[src/rtl/npu_inst_dispatcher.sv]
// NPU instruction dispatcher: buffers instruction words in a small FIFO, decodes the
// head and issues in order to the compute, memory or vector class. Each class keeps a
// count of outstanding operations. OP_SYNC waits until every class has drained.
// Opcode field is inst[7:0]:
//   00 NOP, 01 CONV, 02 FC, 03 LOAD, 04 STORE, 05 ACT, 06 POOL, 07 ADD, 08 MUL,
//   09 CONCAT, 0A SPLIT, 0B SYNC; every other value is illegal.
// Optional macro DISPATCH_PERF_CNT_EN adds the issued and stall performance counters.
// Without it, perf_issued_o and perf_stall_o are tied to zero.
module npu_inst_dispatcher #(
  parameter int unsigned INST_WIDTH      = 64,
  parameter int unsigned FIFO_DEPTH      = 4,
  parameter int unsigned MAX_OUTSTANDING = 4
) (
  input  logic                            clk,
  input  logic                            rst_n,
  input  logic                            flush_i,
  input  logic                            inst_valid_i,
  input  logic [INST_WIDTH-1:0]           inst_data_i,
  output logic                            inst_ready_o,
  output logic [2:0]                      disp_valid_o,
  input  logic [2:0]                      disp_ready_i,
  output logic [INST_WIDTH-1:0]           disp_inst_o,
  input  logic [2:0]                      unit_done_i,
  output logic                            sync_done_o,
  output logic                            illegal_op_o,
  output logic [$clog2(FIFO_DEPTH+1)-1:0] fifo_count_o,
  output logic                            busy_o,
  output logic [31:0]                     perf_issued_o,
  output logic [31:0]                     perf_stall_o
);

  localparam int unsigned PtrW = $clog2(FIFO_DEPTH);
  localparam int unsigned CntW = $clog2(FIFO_DEPTH + 1);
  localparam int unsigned OsW  = $clog2(MAX_OUTSTANDING + 1);

  localparam logic [7:0] OP_NOP    = 8'h00;
  localparam logic [7:0] OP_CONV   = 8'h01;
  localparam logic [7:0] OP_FC     = 8'h02;
  localparam logic [7:0] OP_LOAD   = 8'h03;
  localparam logic [7:0] OP_STORE  = 8'h04;
  localparam logic [7:0] OP_ACT    = 8'h05;
  localparam logic [7:0] OP_POOL   = 8'h06;
  localparam logic [7:0] OP_ADD    = 8'h07;
  localparam logic [7:0] OP_MUL    = 8'h08;
  localparam logic [7:0] OP_CONCAT = 8'h09;
  localparam logic [7:0] OP_SPLIT  = 8'h0A;
  localparam logic [7:0] OP_SYNC   = 8'h0B;

  localparam logic [1:0] S_IDLE  = 2'd0;
  localparam logic [1:0] S_ISSUE = 2'd1;
  localparam logic [1:0] S_SYNC  = 2'd2;

  // ---------------------------------------------------------------------------
  // Instruction FIFO
  // ---------------------------------------------------------------------------
  logic [INST_WIDTH-1:0] mem_q [FIFO_DEPTH];
  logic [PtrW-1:0]       wr_ptr_q, rd_ptr_q;
  logic [CntW-1:0]       count_q;
  logic                  push, pop;
  logic                  fifo_empty;

  // Ready only reflects occupancy, so a full FIFO refuses a push even while popping.
  assign inst_ready_o = (count_q != CntW'(FIFO_DEPTH));
  assign push         = inst_valid_i & inst_ready_o & ~flush_i;
  assign fifo_empty   = (count_q == '0);
  assign fifo_count_o = count_q;

  // Storage array; contents are don't-care until written, so no reset.
  always_ff @(posedge clk) begin
    if (push) begin
      mem_q[wr_ptr_q] <= inst_data_i;
    end
  end

  // Pointers and occupancy; power-of-two depth lets the pointers wrap naturally.
  always_ff @(posedge clk or negedge rst_n) begin
    if (!rst_n) begin
      wr_ptr_q <= '0;
      rd_ptr_q <= '0;
      count_q  <= '0;
    end else if (flush_i) begin
      wr_ptr_q <= '0;
      rd_ptr_q <= '0;
      count_q  <= '0;
    end else begin
      if (push) wr_ptr_q <= wr_ptr_q + PtrW'(1);
      if (pop)  rd_ptr_q <= rd_ptr_q + PtrW'(1);
      count_q <= count_q + CntW'(push) - CntW'(pop);
    end
  end

  // ---------------------------------------------------------------------------
  // Head decode
  // ---------------------------------------------------------------------------
  logic [INST_WIDTH-1:0] head;
  logic [7:0]            head_op;
  logic [2:0]            head_cls;
  logic                  head_nop, head_sync, head_illegal;

  assign head    = mem_q[rd_ptr_q];
  assign head_op = head[7:0];

  // Map the head opcode to a one-hot class or to one of the special kinds.
  always_comb begin
    head_cls     = 3'b000;
    head_nop     = 1'b0;
    head_sync    = 1'b0;
    head_illegal = 1'b0;
    case (head_op)
      OP_CONV, OP_FC:                      head_cls = 3'b001;
      OP_LOAD, OP_STORE:                   head_cls = 3'b010;
      OP_ACT, OP_POOL, OP_ADD, OP_MUL,
      OP_CONCAT, OP_SPLIT:                 head_cls = 3'b100;
      OP_NOP:                              head_nop = 1'b1;
      OP_SYNC:                             head_sync = 1'b1;
      default:                             head_illegal = 1'b1;
    endcase
  end

  // ---------------------------------------------------------------------------
  // Outstanding-operation counters
  // ---------------------------------------------------------------------------
  logic [2:0][OsW-1:0] os_q, os_d;
  logic [2:0]          below_max;
  logic [2:0]          done_eff;
  logic [2:0]          hs_vec;
  logic                issue_hs;
  logic [2:0]          disp_valid_q, disp_valid_d;

  // A handshake that coincides with flush is discarded along with the issue register.
  assign hs_vec   = disp_valid_q & disp_ready_i & {3{~flush_i}};
  assign issue_hs = |hs_vec;

  // Completion on an empty counter is ignored so the count never underflows.
  always_comb begin
    for (int c = 0; c < 3; c++) begin
      below_max[c] = (os_q[c] < OsW'(MAX_OUTSTANDING));
      done_eff[c]  = unit_done_i[c] & (os_q[c] != '0);
    end
  end

  // Next counter value: issue and completion in the same cycle cancel.
  always_comb begin
    os_d = os_q;
    for (int c = 0; c < 3; c++) begin
      if (hs_vec[c] && !done_eff[c]) begin
        os_d[c] = os_q[c] + OsW'(1);
      end else if (!hs_vec[c] && done_eff[c]) begin
        os_d[c] = os_q[c] - OsW'(1);
      end
    end
  end

  // ---------------------------------------------------------------------------
  // Issue FSM
  // ---------------------------------------------------------------------------
  logic [1:0]            state_q, state_d;
  logic [INST_WIDTH-1:0] disp_inst_q, disp_inst_d;
  logic                  illegal_q, illegal_d;
  logic                  sync_done_q, sync_done_d;

  // Next-state logic; flush overrides every decision except the counters.
  always_comb begin
    state_d      = state_q;
    pop          = 1'b0;
    disp_valid_d = disp_valid_q;
    disp_inst_d  = disp_inst_q;
    illegal_d    = illegal_q;
    sync_done_d  = 1'b0;
    case (state_q)
      S_IDLE: begin
        if (!fifo_empty) begin
          if (head_nop) begin
            pop = 1'b1;
          end else if (head_illegal) begin
            pop       = 1'b1;
            illegal_d = 1'b1;
          end else if (head_sync) begin
            pop     = 1'b1;
            state_d = S_SYNC;
          end else if ((head_cls & below_max) != 3'b000) begin
            pop          = 1'b1;
            disp_valid_d = head_cls;
            disp_inst_d  = head;
            state_d      = S_ISSUE;
          end
        end
      end
      S_ISSUE: begin
        if (issue_hs) begin
          disp_valid_d = 3'b000;
          state_d      = S_IDLE;
        end
      end
      S_SYNC: begin
        // Retire as soon as the counters reach zero after this cycle's completions.
        if (os_d == '0) begin
          sync_done_d = 1'b1;
          state_d     = S_IDLE;
        end
      end
      default: state_d = S_IDLE;
    endcase
    if (flush_i) begin
      state_d      = S_IDLE;
      pop          = 1'b0;
      disp_valid_d = 3'b000;
      illegal_d    = 1'b0;
      sync_done_d  = 1'b0;
    end
  end

  // State, issue register, flags and counters.
  always_ff @(posedge clk or negedge rst_n) begin
    if (!rst_n) begin
      state_q      <= S_IDLE;
      disp_valid_q <= 3'b000;
      disp_inst_q  <= '0;
      illegal_q    <= 1'b0;
      sync_done_q  <= 1'b0;
      os_q         <= '0;
    end else begin
      state_q      <= state_d;
      disp_valid_q <= disp_valid_d;
      disp_inst_q  <= disp_inst_d;
      illegal_q    <= illegal_d;
      sync_done_q  <= sync_done_d;
      os_q         <= os_d;
    end
  end

  assign disp_valid_o = disp_valid_q;
  assign disp_inst_o  = disp_inst_q;
  assign sync_done_o  = sync_done_q;
  assign illegal_op_o = illegal_q;
  assign busy_o       = ~fifo_empty | (state_q != S_IDLE) | (os_q != '0);

  // ---------------------------------------------------------------------------
  // Performance counters
  // ---------------------------------------------------------------------------
`ifdef DISPATCH_PERF_CNT_EN
  logic [31:0] perf_issued_q, perf_stall_q;
  logic        stall_cyc;

  // A stall is a waiting head with no pop, or an offered issue that is not accepted.
  assign stall_cyc = ~flush_i &
                     (((state_q == S_IDLE) & ~fifo_empty & ~pop) |
                      ((disp_valid_q != 3'b000) & ~issue_hs));

  // Saturating event counters.
  always_ff @(posedge clk or negedge rst_n) begin
    if (!rst_n) begin
      perf_issued_q <= '0;
      perf_stall_q  <= '0;
    end else begin
      if (issue_hs && (perf_issued_q != '1)) perf_issued_q <= perf_issued_q + 32'd1;
      if (stall_cyc && (perf_stall_q != '1)) perf_stall_q  <= perf_stall_q + 32'd1;
    end
  end

  assign perf_issued_o = perf_issued_q;
  assign perf_stall_o  = perf_stall_q;
`else
  assign perf_issued_o = '0;
  assign perf_stall_o  = '0;
`endif

endmodule
[config.mk]
export PLATFORM = sky130hd
export DESIGN_NAME = npu_inst_dispatcher
export DESIGN_NICKNAME = d
export VERILOG_FILES = /design/src/rtl/npu_inst_dispatcher.sv
export SDC_FILE = /design/constraint.sdc
export NUM_CORES = 1
export LEC_CHECK = 0
export CORE_MARGIN = 1
export CORE_UTILIZATION = 30
export CTS_BUF_LIST = sky130_fd_sc_hd__clkbuf_2
export CTS_CLUSTER_SIZE = 28
export DETAILED_ROUTE_END_ITERATION = 6
export HOLD_SLACK_MARGIN = 0.1
export SKIP_LAST_GASP = 1
export SLEW_MARGIN = 20
export SYNTH_ARGS = -nofsm -noshare
export SYNTH_HDL_FRONTEND = slang
export SYNTH_SLANG_ARGS = --single-unit
export TNS_END_PERCENT = 1
[constraint.sdc]
create_clock -name clk -period 3.21 [get_ports clk]
set_clock_uncertainty 0.15 [all_clocks]
set_input_delay 0.642 -clock clk [delete_from_list [all_inputs] [get_ports clk]]
set_output_delay 0.642 -clock clk [all_outputs]
set_load 0.005 [all_outputs]
==> images/clocks.png <==
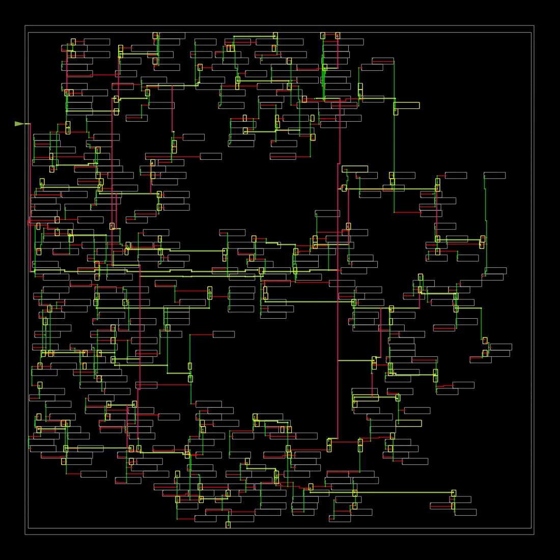
Clock group: 0.00326 W
count of sequential standard cells: 343
clock latency on the worst-skew pair: 0.97 ns
TritonCTS buffer count: 91
# clock sinks: 343

==> images/io_placement.png <==
Pins as bars across the die edge, other pins in gray.
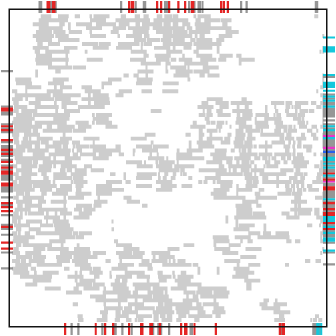
Key: red = disp_inst_o [pins 64, direction output, edge 19 west, 18 south, 17 north, 10 east]; blue = busy_o [pins 1, direction output, edge east]; magenta = disp_ready_i [pins 3, direction input, edge east]; cyan = perf_issued_o [pins 32, direction output, edge 29 east, 3 south]
All pins by edge: 87 east, 48 west, 39 south, 38 north.
Chip Width: 218 um
Chip Height: 218 um

==> metrics.csv <==
stage,metric,value,unit
pwr,power density over the cells,728,nW/um^2
pwr,total power of the final layout,0.0131,W
worst_setup_path,sum of buffers and inverters on the critical path,2,
floorplanning,top-level I/O count,212,
layout,final cell utilization of the core,39.4,%
synthesis,most numerous cell types in the synthesized netlist,"sky130_fd_sc_hd__edfxtp_1, sky130_fd_sc_hd__dfrtp_1, sky130_fd_sc_hd__buf_4",
detailed_routing,overall routed net length,30.1,mm
layout,area of all placed cells without fillers,18000,sq um
timing,hold_ws,0.305,ns
global_routing,grt total ovfl,0,
synthesis,share of cell area taken by muxes after synthesis,16.2,%
worst_setup_path,worst-path maximum fanout,6,
synthesis,simple-gate share of the synthesized area,3.84,%
clock_tree,CTS tree,done,
worst_hold_path,worst min path class,input pin to flip-flop,
worst_setup_path,CP Launch Type,flip-flop,
detailed_routing,drt first-iter violations,324,
worst_setup_path,delay of the slowest critical-path stage,0.57,ns
placement,global placer's final weighted congestion,0.763,
global_routing,Overall Global Routing Usage,13.1,%
detailed_routing,wire length on met3,2.07,mm
layout,"Area growth, synth to finish",28.8,%
synthesis,"EDFF count, synth",256,
timing,fmax,295,MHz
synthesis,number of cells produced by synthesis,737,
detailed_routing,Final ANT Viol Nets,0,
worst_setup_path,data required time at the worst endpoint,3.90,ns
detailed_routing,wire length on met1,13.2,mm
timing,Final Hold Viols,0,
synthesis,Dominant flop cell,sky130_fd_sc_hd__edfxtp_1,
synthesis,Adder Area Share,1.49,%
job,number of max-cap violations,0,
floorplanning,area enclosed by the die boundary,47500,sq um
job,number of logged tool warnings,39,
placement,HPWL reported at the end of detailed placement,17.9,mm
placement,Placement Cell Area,16300,sq um
pwr,Leak,6.90,nW
clock_tree,CTS clock-pin slew for the worst setup and hold paths,0.12,ns
layout,fraction of layout cells with a size suffix above 1,29.4,%
worst_setup_path,"Worst Path Class, Setup",flip-flop to flip-flop,
worst_setup_path,Worst Setup SP,rd_ptr_q[0]$_DFFE_PN0P_,
layout,post-layout net count,1157,
worst_setup_path,Critical R2R Launch,rd_ptr_q[0]$_DFFE_PN0P_,
worst_setup_path,element type at the critical path end,flip-flop,
detailed_routing,final routed wire length divided by cell count,17.3,um
placement,port buffer count,147,
synthesis,Mean Syn Cell Area,19.0,sq um
timing,Max transition margin,49.5,%
synthesis,library cell occupying the most area in the post-synthesis netlist,sky130_fd_sc_hd__edfxtp_1,
timing,worst-margin pin slew,0.755,ns
synthesis,total of warnings raised by yosys,0,
pwr,maximum ir drop on the vdd rail,0.343,mV
worst_setup_path,chain of cells forming the critical path,mux4_2 -> or4b_4 -> o31ai_4 -> o21ai_2 -> a21boi_2 -> nor2b_4 -> ha_4 -> inv_2 -> ha_4 -> inv_2 -> fa_2 -> nor2_1,
detailed_routing,Vias/cell,4.38,
global_routing,antenna violations before repair,5,
global_routing,maximum number of pins on one net before global-route repair,65,
timing,fraction of the cycle the final worst path needs,105,%
synthesis,yosys cell count,737,
clock_tree,number of levels in the clock H-tree,3,
timing,Finish-stage setup viols,2,
worst_setup_path,Critical-path top delay cell,sky130_fd_sc_hd__mux4_2,
worst_setup_path,reg2reg setup slack,-0.18,ns
outcome,violated checks,negative setup slack,
detailed_routing,first-pass iteration count of the detailed router,4,
detailed_routing,detailed-route DRC error count,0,
synthesis,top cells by area,"sky130_fd_sc_hd__edfxtp_1, sky130_fd_sc_hd__dfrtp_1, sky130_fd_sc_hd__mux4_2, sky130_fd_sc_hd__mux2_4, sky130_fd_sc_hd__buf_4",
global_routing,number of global-route vias before repair,8083,
synthesis,largest non-sequential cell family by area,multiplexers,
detailed_routing,total vias in the final route,7625,
floorplanning,area of the core,45700,sq um
clock_tree,Clk Tree Root Cell,sky130_fd_sc_hd__clkbuf_2,
synthesis,Synth Register Bits,343,
synthesis,xor/xnor share,0.627,%
timing,max-slew violation total from the final report,0,
synthesis,cell with the most instances after synthesis,sky130_fd_sc_hd__edfxtp_1,
floorplanning,count of standard-cell rows,78,
worst_setup_path,Worst EP arrival,4.07,ns
synthesis,share of flip-flops with an asynchronous set or reset after synthesis,25.4,%
synthesis,top area contributor share,55.0,%
timing,post-route worst setup slack,-0.176,ns
placement,worst-case setup slack after placement,-0.221,ns
worst_hold_path,Hold Startpoint,unit_done_i[1],
worst_setup_path,Top delay family on crit path,adder cells,
synthesis,synthesis area per yosys,14000,sq um
outcome,outcome,finished with violations,
global_routing,first-pass GRT wire length,46.2,mm
synthesis,cell area after synthesis,14000,sq um
timing,RSZ-0062 raised after global routing,true,
synthesis,"Compound Share, Synth",2.28,%
detailed_routing,routed length on met2,14.2,mm
synthesis,register area share after synthesis,70.6,%
synthesis,distinct cell type count after synthesis,58,
clock_tree,number of buffers between clock root and the deepest sink,3,
detailed_routing,uppermost routed layer,met5,
timing,shortest period the worst path allows,3.39,ns
floorplanning,FP Core Util,30.6,%
==> images/clk_routes.png <==
Bar = 50 um.
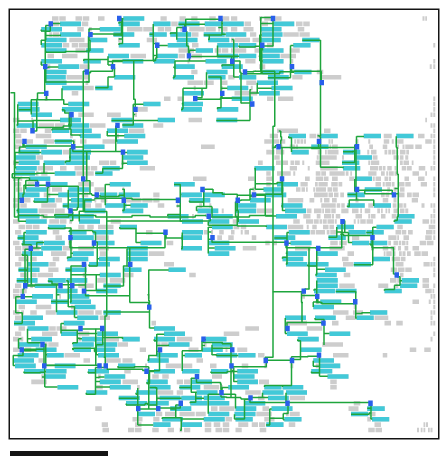
Key: blue = clock drivers [count 91]; green = clock wires [length 5100 um]; cyan = flip-flops [count 343]
There are 92 routed clock nets. Position of the flops: all over the die.

==> images/flops_by_reg.png <==
Other sequential cells in the stronger gray, the rest of the logic in the fainter gray.
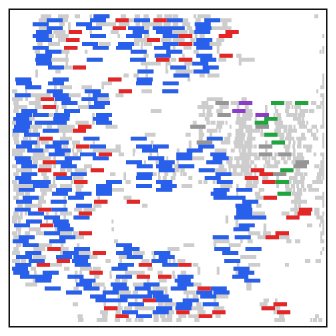
Key: green = os_q [flops 9, where east]; blue = mem_q [flops 256, where all over the die]; red = disp_inst_o [flops 64, where all over the die]; purple = fifo_count_o [flops 3]

[repair_timing]
action                                  4_1_cts  5_1_grt
hold endpoints to repair                    346        0
setup buffers                                 5        1
gates resized                                 9       14
endpoints found under the setup margin        3        3
pin swaps                                     2        7
hold buffers                                 69        0
[cells in the final DEF (no fill, tap or decap), types with 7 or more instances in the layout]
cell and n:
sky130_fd_sc_hd__nor2_1 16, sky130_fd_sc_hd__edfxtp_1 256, sky130_fd_sc_hd__inv_1 10, sky130_fd_sc_hd__nand2b_1 8, sky130_fd_sc_hd__dfrtp_1 85, sky130_fd_sc_hd__mux2_4 56
sky130_fd_sc_hd__buf_4 34, sky130_fd_sc_hd__dlygate4sd3_1 69, sky130_fd_sc_hd__clkbuf_2 136, sky130_fd_sc_hd__buf_12 12, sky130_fd_sc_hd__conb_1 64, sky130_fd_sc_hd__clkdlybuf4s50_1 145
sky130_fd_sc_hd__xnor2_1 7, sky130_fd_sc_hd__a21oi_1 7, sky130_fd_sc_hd__nand2_1 20, sky130_fd_sc_hd__nand3_1 11, sky130_fd_sc_hd__ha_1 13, sky130_fd_sc_hd__clkinv_1 21
sky130_fd_sc_hd__mux4_2 60
[routing by layer]
layer / GRT usage, % / vias to the layer above
li1: - / 3458
met2: 20.6 / 257
met5: 0 / -
met3: 4.41 / 47
met1: 16.2 / 3857
met4: 5.92 / 6
[state kept, by name, summed over array words and instances (netlist names)]
| name | count |
|---|---|
| wr_ptr_q | 2 |
| disp_inst_o | 64 |
| mem_q | 256 |
| os_q | 9 |
| sync_done_o | 1 |
| illegal_op_o | 1 |
| disp_valid_o | 3 |
| rd_ptr_q | 2 |
| state_q | 2 |
| fifo_count_o | 3 |
[per-stage QoR]
| step | TNS, ns | std cells |
|---|---|---|
| floorplan | -22.55 | 800 |
| global placement | -0.305 | 1499 |
| detailed placement | -0.379 | 1499 |
| CTS | -0.299 | 1739 |
| global route | -0.813 | 1741 |
| finish | -0.349 | 1742 |
[cells by family (layout without fill, tap and decap cells)]
family | Yosys count | after routing
DFF | 343 | 343
muxes | 123 | 123
AOI/OAI and AO/OA | 43 | 43
adders and majority gates | 16 | 16
other | 1 | 66
xor gates and xnor gates | 10 | 10
and+or+nand+nor | 98 | 98
buffers and inverters | 103 | 443
[cell type report]
class,count,area [sq um]
Clock buffer,136,681
Timing Repair Buffer,263,2670
Inverter,14,52.6
Sequential cell,343,9870
Tap cell,600,751
Antenna cell,2,5.00
Fill cell,4265,27700
Multi-Input combinational cell,354,3750
Clock inverter,30,225
[power by group]
part	internal [W]	switching, W
clock network	0.00145	0.00181
registers	0.00539	0.000378
logic	0.00242	0.00165
total	0.00927	0.00384
[worst paths after layout]
path | to | cells after the start
setup / recovery | fifo_count_o[1]$_DFF_PN0_ | 12
hold / removal | os_q[3]$_DFF_PN0_ | 3
max in group asynchronous | rd_ptr_q[1]$_DFFE_PN0P_ | 5
min in group asynchronous | disp_inst_o[40]$_DFFE_PN0P_ | 4
hold reg to reg | disp_inst_o[4]$_DFFE_PN0P_ | 1
setup reg to reg | fifo_count_o[1]$_DFF_PN0_ | 12
Power is estimated from default activity; no workload was simulated.
